--- config.mk ---
export PLATFORM = sky130hd
export DESIGN_NAME = data_mux_scheduler_flat
export DESIGN_NICKNAME = d
export VERILOG_FILES = /design/src/rtl/data_mux_scheduler_if.sv /design/src/rtl/data_mux_scheduler.sv /design/src/flat_wrapper.sv
export SDC_FILE = /design/constraint.sdc
export NUM_CORES = 1
export LEC_CHECK = 0
export CORE_MARGIN = 5
export CORE_UTILIZATION = 35
export CTS_CLUSTER_SIZE = 8
export DETAILED_ROUTE_END_ITERATION = 10
export MAX_ROUTING_LAYER = met4
export PLACE_DENSITY = 0.64
export SETUP_SLACK_MARGIN = 0.3
export SLEW_MARGIN = 0
export SYNTH_ARGS = -nofsm -noshare
export SYNTH_HDL_FRONTEND = slang
export SYNTH_SLANG_ARGS = --single-unit
--- constraint.sdc ---
create_clock -name clk -period 4.8 [get_ports clk]
set_clock_uncertainty 0.1 [all_clocks]
set_input_delay 1.44 -clock clk [delete_from_list [all_inputs] [get_ports clk]]
set_output_delay 1.44 -clock clk [all_outputs]
set_load 0.02 [all_outputs]
--- src/rtl/data_mux_scheduler_if.sv ---
// Handshake and control bundle between the burst scheduler and its
// environment: per-input tvalid, mux output handshake, fast-control pulses,
// and the select/grant/status outputs back to the mux.
interface data_mux_scheduler_if #(
    parameter int N_INPUTS  = 2,
    parameter int CNT_WIDTH = 16
);
    logic                 enable;
    logic [CNT_WIDTH-1:0] burst_len;
    logic [N_INPUTS-1:0]  tvalid_in;
    logic                 out_tvalid;
    logic                 out_tready;
    logic                 fc_orbitSync;
    logic                 fc_linkReset;
    logic [3:0]           output_select;
    logic                 grant_valid;
    logic [N_INPUTS-1:0]  grant_onehot;
    logic                 burst_done;
    logic                 timeout_pulse;

    // Handshake: a beat is transferred on any rising clk edge where
    // out_tvalid and out_tready are both high while the scheduler is granting.

    // Environment side: drives requests and control, observes the grant.
    modport master (
        output enable, burst_len, tvalid_in, out_tvalid, out_tready,
               fc_orbitSync, fc_linkReset,
        input  output_select, grant_valid, grant_onehot, burst_done, timeout_pulse
    );

    // Scheduler side.
    modport slave (
        input  enable, burst_len, tvalid_in, out_tvalid, out_tready,
               fc_orbitSync, fc_linkReset,
        output output_select, grant_valid, grant_onehot, burst_done, timeout_pulse
    );
endinterface

--- src/rtl/data_mux_scheduler.sv ---
// Round-robin burst scheduler driving the AXIS data mux select. Grants one
// input for up to burst_len accepted beats, rotates, releases a stalled input
// after TIMEOUT_CYCLES idle cycles, and honours linkReset / orbitSync.
module data_mux_scheduler #(
    parameter int N_INPUTS       = 2,
    parameter int TIMEOUT_CYCLES = 64,
    parameter int CNT_WIDTH      = 16
) (
    input  logic                  clk,
    input  logic                  reset,
    data_mux_scheduler_if.slave   bus,
    output logic [1:0]            o_dbg_state
);
    localparam int PW = (N_INPUTS > 1) ? $clog2(N_INPUTS) : 1;
    localparam int IW = $clog2(TIMEOUT_CYCLES + 1);

    typedef enum logic [1:0] {
        S_IDLE  = 2'd0,
        S_ARB   = 2'd1,
        S_GRANT = 2'd2
    } state_t;

    state_t               r_state, w_state_n;
    logic [PW-1:0]        r_ptr, w_ptr_n;
    logic [PW-1:0]        r_sel, w_sel_n;
    logic [CNT_WIDTH-1:0] r_len, w_len_n;
    logic [CNT_WIDTH-1:0] r_beat_cnt, w_beat_n;
    logic [IW-1:0]        r_idle_cnt, w_idle_n;
    logic                 r_pend, w_pend_n;
    logic                 r_grant_valid;
    logic [N_INPUTS-1:0]  r_onehot, w_onehot_n;
    logic                 r_done, w_done_n;
    logic                 r_tmo, w_tmo_n;

    logic                 w_found;
    logic [PW-1:0]        w_pick;
    logic [PW-1:0]        w_cand;
    logic                 w_beat;
    logic                 w_pend_any;
    logic [PW-1:0]        w_exit_ptr;
    logic [CNT_WIDTH-1:0] w_len_eff;

    assign w_beat     = bus.out_tvalid & bus.out_tready;
    assign w_pend_any = r_pend | bus.fc_orbitSync;
    // A pending orbitSync makes the next rotation restart at input 0.
    assign w_exit_ptr = w_pend_any ? PW'(N_INPUTS - 1) : r_sel;
    assign w_len_eff  = (bus.burst_len == '0) ? CNT_WIDTH'(1) : bus.burst_len;

    // Round-robin search: scan from farthest to nearest so the input closest
    // after r_ptr is the one left in w_pick.
    always_comb begin
        w_found = 1'b0;
        w_pick  = r_ptr;
        w_cand  = r_ptr;
        for (int k = N_INPUTS; k >= 1; k--) begin
            w_cand = PW'((int'(r_ptr) + k) % N_INPUTS);
            if (bus.tvalid_in[w_cand]) begin
                w_found = 1'b1;
                w_pick  = w_cand;
            end
        end
    end

    // Next-state and next-output logic; linkReset overrides everything else.
    always_comb begin
        w_state_n = r_state;
        w_ptr_n   = r_ptr;
        w_sel_n   = r_sel;
        w_len_n   = r_len;
        w_beat_n  = r_beat_cnt;
        w_idle_n  = r_idle_cnt;
        w_pend_n  = w_pend_any;
        w_done_n  = 1'b0;
        w_tmo_n   = 1'b0;
        if (bus.fc_linkReset) begin
            w_state_n = S_ARB;
            w_ptr_n   = PW'(N_INPUTS - 1);
            w_pend_n  = 1'b0;
        end else begin
            unique case (r_state)
                S_IDLE: begin
                    if (bus.enable) begin
                        w_state_n = S_ARB;
                        if (w_pend_any) w_ptr_n = PW'(N_INPUTS - 1);
                        w_pend_n  = 1'b0;
                    end
                end
                S_ARB: begin
                    if (!bus.enable) begin
                        w_state_n = S_IDLE;
                    end else if (w_found) begin
                        w_state_n = S_GRANT;
                        w_sel_n   = w_pick;
                        w_len_n   = w_len_eff;
                        w_beat_n  = '0;
                        w_idle_n  = '0;
                    end
                end
                S_GRANT: begin
                    if (w_beat && (r_beat_cnt == r_len - CNT_WIDTH'(1))) begin
                        // Completion wins over a simultaneous timeout.
                        w_done_n  = 1'b1;
                        w_ptr_n   = w_exit_ptr;
                        w_pend_n  = 1'b0;
                        w_state_n = bus.enable ? S_ARB : S_IDLE;
                    end else begin
                        if (w_beat) w_beat_n = r_beat_cnt + CNT_WIDTH'(1);
                        if (!bus.tvalid_in[r_sel]) begin
                            if (r_idle_cnt == IW'(TIMEOUT_CYCLES - 1)) begin
                                w_tmo_n   = 1'b1;
                                w_ptr_n   = w_exit_ptr;
                                w_pend_n  = 1'b0;
                                w_state_n = S_ARB;
                            end else begin
                                w_idle_n = r_idle_cnt + IW'(1);
                            end
                        end else begin
                            w_idle_n = '0;
                        end
                    end
                end
                default: w_state_n = S_IDLE;
            endcase
        end
        w_onehot_n = (w_state_n == S_GRANT) ? (N_INPUTS'(1) << w_sel_n) : '0;
    end

    // State and registered outputs.
    always_ff @(posedge clk) begin
        if (reset) begin
            r_state       <= S_IDLE;
            r_ptr         <= PW'(N_INPUTS - 1);
            r_sel         <= '0;
            r_len         <= '0;
            r_beat_cnt    <= '0;
            r_idle_cnt    <= '0;
            r_pend        <= 1'b0;
            r_grant_valid <= 1'b0;
            r_onehot      <= '0;
            r_done        <= 1'b0;
            r_tmo         <= 1'b0;
        end else begin
            r_state       <= w_state_n;
            r_ptr         <= w_ptr_n;
            r_sel         <= w_sel_n;
            r_len         <= w_len_n;
            r_beat_cnt    <= w_beat_n;
            r_idle_cnt    <= w_idle_n;
            r_pend        <= w_pend_n;
            r_grant_valid <= (w_state_n == S_GRANT);
            r_onehot      <= w_onehot_n;
            r_done        <= w_done_n;
            r_tmo         <= w_tmo_n;
        end
    end

    assign bus.output_select = 4'(r_sel);
    assign bus.grant_valid   = r_grant_valid;
    assign bus.grant_onehot  = r_onehot;
    assign bus.burst_done    = r_done;
    assign bus.timeout_pulse = r_tmo;
    assign o_dbg_state       = r_state;
endmodule

--- src/flat_wrapper.sv ---
// flat-port wrapper written by rule: the top's interface ports become plain ports
module data_mux_scheduler_flat 
#(
    parameter int N_INPUTS       = 2,
    parameter int TIMEOUT_CYCLES = 64,
    parameter int CNT_WIDTH      = 16
)
  (clk, reset, o_dbg_state, bus_enable, bus_burst_len, bus_tvalid_in, bus_out_tvalid, bus_out_tready, bus_fc_orbitSync, bus_fc_linkReset, bus_output_select, bus_grant_valid, bus_grant_onehot, bus_burst_done, bus_timeout_pulse);
  data_mux_scheduler_if #(.N_INPUTS(N_INPUTS), .CNT_WIDTH(CNT_WIDTH)) bus_i ();
  input  logic clk;
  input  logic reset;
  output logic [1:0] o_dbg_state;
  input wire logic [$bits(bus_i.enable)-1:0] bus_enable;
  input wire logic [$bits(bus_i.burst_len)-1:0] bus_burst_len;
  input wire logic [$bits(bus_i.tvalid_in)-1:0] bus_tvalid_in;
  input wire logic [$bits(bus_i.out_tvalid)-1:0] bus_out_tvalid;
  input wire logic [$bits(bus_i.out_tready)-1:0] bus_out_tready;
  input wire logic [$bits(bus_i.fc_orbitSync)-1:0] bus_fc_orbitSync;
  input wire logic [$bits(bus_i.fc_linkReset)-1:0] bus_fc_linkReset;
  output wire logic [$bits(bus_i.output_select)-1:0] bus_output_select;
  output wire logic [$bits(bus_i.grant_valid)-1:0] bus_grant_valid;
  output wire logic [$bits(bus_i.grant_onehot)-1:0] bus_grant_onehot;
  output wire logic [$bits(bus_i.burst_done)-1:0] bus_burst_done;
  output wire logic [$bits(bus_i.timeout_pulse)-1:0] bus_timeout_pulse;
  assign bus_i.enable = bus_enable;
  assign bus_i.burst_len = bus_burst_len;
  assign bus_i.tvalid_in = bus_tvalid_in;
  assign bus_i.out_tvalid = bus_out_tvalid;
  assign bus_i.out_tready = bus_out_tready;
  assign bus_i.fc_orbitSync = bus_fc_orbitSync;
  assign bus_i.fc_linkReset = bus_fc_linkReset;
  assign bus_output_select = bus_i.output_select;
  assign bus_grant_valid = bus_i.grant_valid;
  assign bus_grant_onehot = bus_i.grant_onehot;
  assign bus_burst_done = bus_i.burst_done;
  assign bus_timeout_pulse = bus_i.timeout_pulse;
  data_mux_scheduler #(.N_INPUTS(N_INPUTS), .TIMEOUT_CYCLES(TIMEOUT_CYCLES), .CNT_WIDTH(CNT_WIDTH)) u_core (.clk(clk), .reset(reset), .bus(bus_i), .o_dbg_state(o_dbg_state));
endmodule
==> run_results.csv, run 1 <==
group,metric,value,unit
pwr,p_total,0.8120,mW
floorplan,die-width,101.6,um
finish,mostFrequentLayoutCell,"nand2_1",
sta,slew_headroom,42.68,%
pwr,peakVddDrop,0.1169,mV
grt,grt.total_usage,14.80,%
grt,first_global_vias,2600,
routing,first_pass_iters,4,
sta,max_freq,0.2550,GHz
run_status,status,"finished, final reports clean",
worst_hold_path,min-delay-start,"u_core.r_len[15]$_SDFFE_PP0P_",
finish,final_cell_mix,"nand2_1 (62), dfxtp_1 (49), clkdlybuf4s50_1 (32)",
routing,first_iter_violations,190,
sta,drv_slew,0,
sta,period_used_share,81.69,%
job,warnings,26,
sta,setup_viol,0,
job,cap_violations,0,
worst_setup_path,critPathCapture,"u_core.r_idle_cnt[1]$_SDFFE_PP0P_",
worst_setup_path,worstReg2RegEnd,"u_core.r_idle_cnt[1]$_SDFFE_PP0P_",
placed_design,dp_slack,0.5267,ns
worst_setup_path,critical_path.startpoint,"bus_out_tvalid",
floorplan,num_io_pins,36,
worst_setup_path,crit_required,4.90,ns
worst_setup_path,crit_path_start_kind,"input pin",
grt,grt_antenna_before_repair,0,
cts,cts.htree.levels,2,
worst_hold_path,hp-class,"flop to flop",
placed_design,gp_congestion,0.9215,
worst_setup_path,rrSetupSlack,1.40,ns
worst_setup_path,path_max_fanout,7,
sta,setup_tns,0,ns
yosys,ys_ff,49,
sta,layout_setup_ws,0.8788,ns
worst_setup_path,r2r_cells,8,
finish,fin_nets,421,
finish,fill_cells,840,
routing,viasPerCell,5.497,
grt,grt-ovfl-total,0,
finish,layout-drive-gt1-share,8.122,%
yosys,yosysSeqAreaShare,33.42,%
floorplan,die_h,101.6,um
routing,drt_wl_total,7140,um
yosys,ys_warn_count,0,
worst_setup_path,r2r_start,"u_core.r_len[2]$_SDFFE_PP0P_",
cts,clk_pin_slew_worst_paths,0.09,ns
worst_setup_path,crit_arrival,4.02,ns
worst_setup_path,path_class,"input pin to flop",
yosys,ys_async_sr_fraction,0,%
finish,diodes,0,
pwr,pwr_density_cell,237.4,mW/mm^2
yosys,synth_cell_type_count,59,
pwr,leakage,1.254,nW
cts,holdBufCountCts,0,
placed_design,port_buffers,32,
yosys,ys_cells,374,
sta,finalHoldViolations,0,
grt,grt_start_max_net_pins,31,
routing,wl_per_cell,14.31,um
-- run 1: where the power goes --
group / total [mW] / internal, mW / switching [mW]
clock network: 0.265 / 0.130 / 0.135
registers: 0.420 / 0.412 / 0.00781
logic: 0.128 / 0.0582 / 0.0693
total: 0.812 / 0.600 / 0.212
-- run 1: through the flow --
step	instance area, sq um	utilization, %
2_1_floorplan	2943	-
3_3_place_gp	3319	40.60
3_5_place_dp	3319	40.60
4_1_cts	3421	41.84
5_1_grt	3421	41.84
6_report	3421	41.84
-- run 1: layer usage --
layer  vias up  wire length [um]  GRT usage (%)
met2        47              3447          24.30
met5         -                 0              -
met1      1291              3312          18.60
met4         0               116          3.885
met3        13               264          2.893
li1       1392                 -              -
-- run 1: Yosys cell counts, drive strengths merged (8+ instances only) --
master	number	area, sq um
nor2	23	86.33
clkbuf	19	71.32
mux2i	11	110.1
nor3	13	65.06
nand3	9	45.04
or3	13	81.33
a21oi	28	140.1
xnor2	13	113.9
and3	8	50.05
nand2	62	232.7
buf	10	61.30
dfxtp	49	980.9
nor4	13	87.58
-- run 1: area by class of cell --
cell class                      instances  area, sq um  area share, %
Inverter                                5        18.77         0.5486
Clock inverter                          1        5.005         0.1463
Sequential cell                        49        980.9          28.68
Tap cell                              105        131.4          3.841
Timing Repair Buffer                   39        372.9          10.90
Clock buffer                            7        96.34          2.816
Multi-Input combinational cell        293         1815          53.07
-- run 1: critical path, stage by stage --
cell,delay [ns]
clkdlybuf4s50_1,0.48
nand2_1,0.07
a2111oi_0,0.35
o311a_1,0.23
nand4_1,0.16
a2111oi_4,0.46
a211oi_2,0.20
or2_0,0.34
a32o_1,0.28
-- run 1: worst min-delay path by stage --
stage / to / slack (ns) / depth (start not counted)
global placement: u_core.r_len[15]$_SDFFE_PP0P_ / 0.36 / 2
floorplan: u_core.r_len[15]$_SDFFE_PP0P_ / 0.35 / 2
finish: u_core.r_len[15]$_SDFFE_PP0P_ / 0.38 / 2
CTS: u_core.r_len[15]$_SDFFE_PP0P_ / 0.39 / 2
global route: u_core.r_pend$_SDFF_PP0_ / 0.42 / 2
detailed placement: u_core.r_len[15]$_SDFFE_PP0P_ / 0.38 / 2
-- run 1: state kept, by name, summed over array words and instances, names as in the netlist --
name	flops
u_core.r_ptr	1
u_core.bus.grant_onehot	2
u_core.r_idle_cnt	7
u_core.r_pend	1
u_core.bus.burst_done	1
u_core.r_beat_cnt	16
u_core.bus.timeout_pulse	1
u_core.o_dbg_state	2
u_core.bus.grant_valid	1
u_core.r_sel	1
u_core.r_len	16
-- run 1: logic make-up (layout without fill, tap and decap cells) --
| kind of cell | count (synthesis) | in the layout | share of synthesized area (%) |
|---|---|---|---|
| and+or+nand+nor | 178 | 178 | 31.20 |
| buffers and inverters | 34 | 52 | 5.158 |
| xor gates and xnor gates | 18 | 18 | 5.371 |
| muxes | 12 | 12 | 4.135 |
| adders and majority gates | 3 | 3 | 1.279 |
| AOI/OAI and AO/OA | 79 | 79 | 19.31 |
| DFF | 49 | 49 | 33.42 |
| other | 1 | 3 | 0.1278 |
Figure 1. Cell area per tile (run 1).
Scale: 3 px per um. 10 x 10 tiles, from dark purple (low) to yellow (high), 0 to 100% covered.
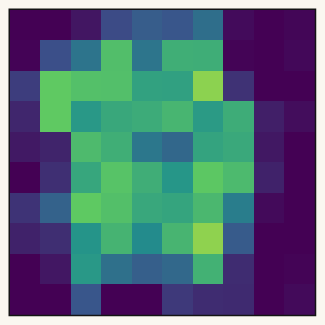
mean over tiles: 32%
emptiest ninth of the die: upper right
fullest tile: 83%
densest ninth of the die: center
tiles over 75% full: 4.0%
nearly empty tiles: 23%
Initial Util: 35.90%
core box area: 0.008175 sq mm
Util after Layout: 41.84%

Figure 2. Clock nets (run 1).
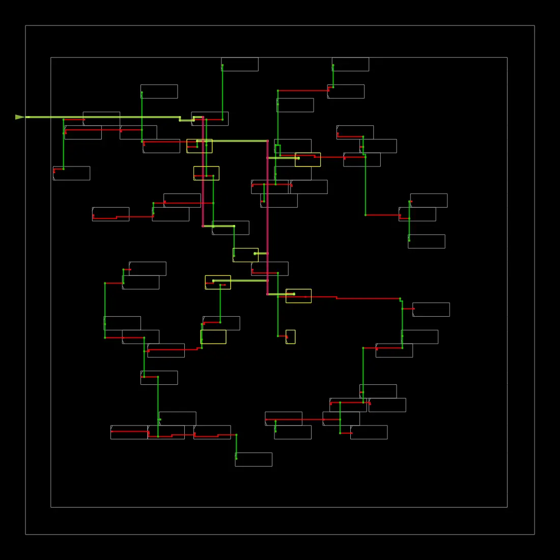
Clk power: 0.265 mW
clk_buf instances: 7
Flops: 49
CTS sink cnt: 49
Latency at later pin: 0.30 ns

Figure 3. Sequential cells grouped by signal name (run 1).
Scale: 4 px per um.
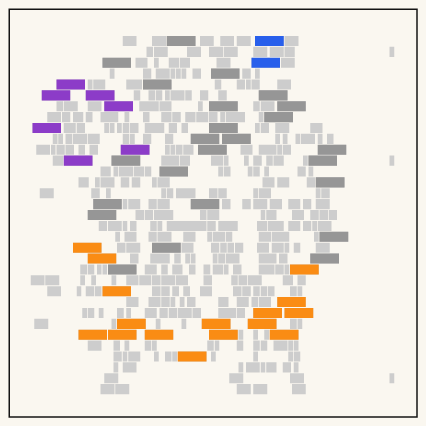
[blue] u_core.bus.grant_onehot | sequential cells: 2
[orange] u_core.r_len | sequential cells: 16
[purple] u_core.r_idle_cnt | sequential cells: 7 | where: upper left
Seq area share: 28.68%
Seq. cell area: 980.9 sq um

Figure 4. Port wiring (run 1).
Scale: 4 px per um.
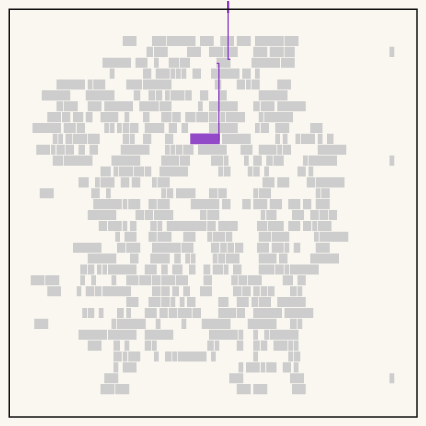
[purple] bus_timeout_pulse | bits: 1 | direction: output | edge: top | end cells: 1 | buffers: 1 | wire: 32.4 um

--- run 2 (diff from run 1) ---
PLACE_DENSITY = 0.66   (was 0.64)
clock period = 3.3 ns   (was 4.8 ns; I/O delays follow)
Figure 5. Sequential cells grouped by signal name (run 2).
Scale: 4 px per um.
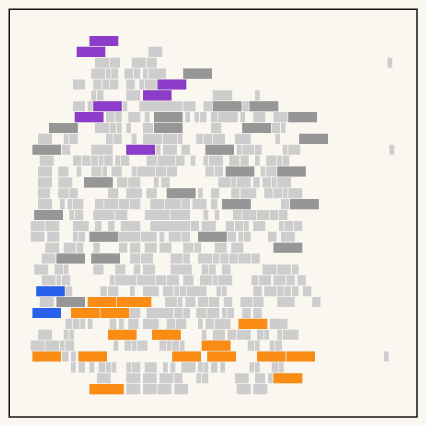
[orange] u_core.r_len | sequential cells: 16
[purple] u_core.r_idle_cnt | sequential cells: 7 | where: upper left
[blue] u_core.bus.grant_onehot | sequential cells: 2

Figure 6. Gate-type map (run 2).
Scale: 4 px per um.
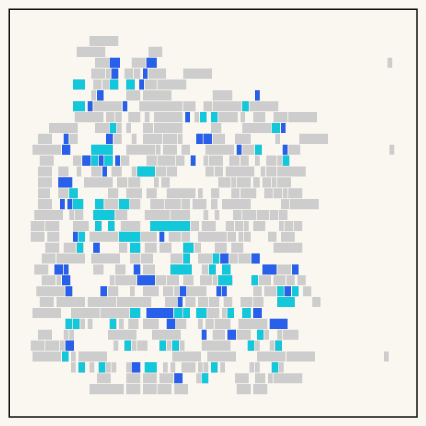
[cyan] aoi and oai cells | cells: 60
[blue] nor cells | cells: 54
fraction of area in multi-input gates: 51.27%
final non-filler cell total: 521
most frequent logic cell in the layout: nand2_1

==> run 2 against run 1 <==
  * Wire length rose by 14%
  * Combinational power rose by 69%
  * Design area rose by 8.3%
  * Setup slack got worse by 0.63 ns
  * Largest cell class unchanged
  * Largest power group unchanged
==> run_results.csv, run 2 <==
group,metric,value,unit
routing,drt_wl_total,8115,um
worst_setup_path,path_class,"flop to flop",
sta,slew_headroom,49.92,%
worst_setup_path,crit_arrival,3.19,ns
routing,drc,0,
routing,first_pass_iters,5,
routing,vias,2921,
worst_hold_path,hp-class,"flop to flop",
cts,cts.htree.levels,2,
yosys,yosysTopAreaCellShare,33.42,%
finish,fin_nets,443,
sta,setup_viol,0,
worst_setup_path,path_max_fanout,6,
grt,grt_antenna_before_repair,0,
yosys,synthTopCellsByCount,"nand2_1 (62), dfxtp_1 (49), a21oi_1 (28), nor2_1 (23), clkbuf_1 (19)",
sta,worst_pin_slew,0.7484,ns
cts,clk_pin_slew_worst_paths,0.09,ns
finish,final_cell_mix,"nand2_1 (60), dfxtp_1 (47), clkdlybuf4s50_1 (30)",
floorplan,num_io_pins,36,
floorplan,rows,33,
placed_design,port_buffers,32,
job,cap_violations,0,
cts,clock-sinks,49,
routing,wl_per_cell,15.58,um
yosys,topCellsByArea,"dfxtp_1 (33%), nand2_1 (7.9%), a21oi_1 (4.8%)",
worst_setup_path,cpMostUsedCell,"nand4_1",
yosys,ys_async_sr_fraction,0,%
routing,first_iter_violations,219,
sta,setup_tns,0,ns
cts,cts_tree,"done",
cts,numCtsBuffers,5,
floorplan,core_area,0.008175,sq mm
sta,min_period,3.050,ns
worst_setup_path,crit_required,3.44,ns
grt,grt.total_usage,16.62,%
yosys,ys_warn_count,0,
placed_design,gp_congestion,0.9098,
finish,diodes,0,
yosys,ys_ff,49,
sta,drv_slew,0,
placed_design,hpwl,5848,um
yosys,ys_cells,374,
finish,layout-drive-gt1-share,16.83,%
worst_setup_path,slowest_stage,"or4_4",
sta,whs,0.3820,ns
pwr,peakVddDrop,0.1804,mV
pwr,leakage,1.400,nW
sta,max_freq,0.3279,GHz
grt,grt-ovfl-total,0,
cts,holdBufCountCts,0,
worst_setup_path,crit_buf_inv,2,
routing,viasPerCell,5.607,
finish,top_regs,"u_core.r_beat_cnt x16, u_core.r_len x16, u_core.r_idle_cnt x7",
yosys,yosysSeqAreaShare,33.42,%
job,warnings,28,
finish,flop_area,988.4,sq um
worst_setup_path,crit_family,"simple AND/OR/NAND/NOR gates",
yosys,top_cell,"nand2_1",
yosys,ys_area,0.002935,sq mm
pwr,pwr_density_cell,346.4,mW/mm^2
floorplan,fp_util,35.90,%
cts,clkLatencyLatePin,0.31,ns
sta,finalHoldViolations,0,
worst_setup_path,crit_path_start_kind,"flop",
yosys,top_area_cell,"dfxtp_1",
floorplan,die-width,101.6,um
finish,fill_cells,812,
grt,grt_start_max_net_pins,30,
yosys,synth_cell_type_count,59,
worst_setup_path,slowest_delay,0.53,ns
sta,period_used_share,92.42,%
finish,logic_area,0.001899,sq mm
run_status,status,"finished, final reports clean",
grt,first_global_vias,2769,
worst_setup_path,path_cells,"or4_4 -> or3_1 -> a222oi_1 -> nand4_1 -> a2111oi_4 -> buf_4 -> nand3_4 -> buf_6 -> nand4_1 -> mux2i_1",
floorplan,die_h,101.6,um
[run 2: layout make-up]
| type | count | share of cell area (%) |
|---|---|---|
| multi-input cells | 293 | 51.27 |
| flip-flops and latches | 49 | 26.68 |
| repair buffers | 61 | 14.76 |
| well taps | 105 | 3.546 |
| clock buffers | 6 | 2.229 |
| clock inverters | 2 | 1.013 |
| inverters | 5 | 0.5066 |
[run 2: layer usage]
| layer | global-route usage (%) | wire, um | vias to the layer above |
|---|---|---|---|
| met3 | 2.410 | 324 | 9 |
| met1 | 21.89 | 3856 | 1382 |
| met5 | - | 0 | - |
| met2 | 27.06 | 3838 | 90 |
| li1 | - | - | 1440 |
| met4 | 3.579 | 95 | 0 |
[run 2: stage by stage]
step / worst slack (ns) / cell area (sq um) / power (mW) / std cells / utilization [%]
floorplan: 0.3229 / 2958 / 0.7479 / 376 / -
global placement: -0.2334 / 3432 / 0.8184 / 505 / 41.98
detailed placement: -0.3417 / 3432 / 0.8208 / 505 / 41.98
CTS: 0.2867 / 3650 / 1.287 / 519 / 44.64
global route: 0.1478 / 3705 / 1.338 / 521 / 45.32
finish: 0.2500 / 3705 / 1.283 / 521 / 45.32
[run 2: logic make-up after synthesis]
logic type,count (synthesis),share of synthesized area (%)
compound gates,79,19.31
xor+xnor,18,5.371
fa+ha+maj,3,1.279
buf+inv,34,5.158
flops,49,33.42
mux,12,4.135
other cells,1,0.1278
simple gates,178,31.20
[run 2: worst min-delay path, cell delays in order (launching register included)]
cell and delay, ns:
dfxtp_1 0.31, nor2_1 0.08, nor4_1 0.05
[run 2: path summary, 6_finish.rpt]
path	slack (ns)	from	to	cells after the start
worst max register to register	0.25	u_core.r_len[1]$_SDFFE_PP0P_	u_core.r_beat_cnt[11]$_SDFFE_PP0P_	10
worst min register to register	0.38	u_core.r_pend$_SDFF_PP0_	u_core.r_pend$_SDFF_PP0_	2
worst max-delay path	0.25	u_core.r_len[1]$_SDFFE_PP0P_	u_core.r_beat_cnt[11]$_SDFFE_PP0P_	10
worst min-delay path	0.38	u_core.r_pend$_SDFF_PP0_	u_core.r_pend$_SDFF_PP0_	2
[run 2: power by group]
part	internal, mW	total (mW)	leakage, nW	switching, mW
logic	0.102	0.216	0.945	0.114
clock network	0.247	0.458	0.0574	0.211
registers	0.598	0.609	0.397	0.0110
[run 2: repair_timing]
action                     CTS  global route
setup buffers                4             2
cloned                       2             0
setup endpoints to repair   31            29
gates resized               20            10
pin swaps                   10             2
hold endpoints to repair     0             0
Power and IR drop assume default switching activity.
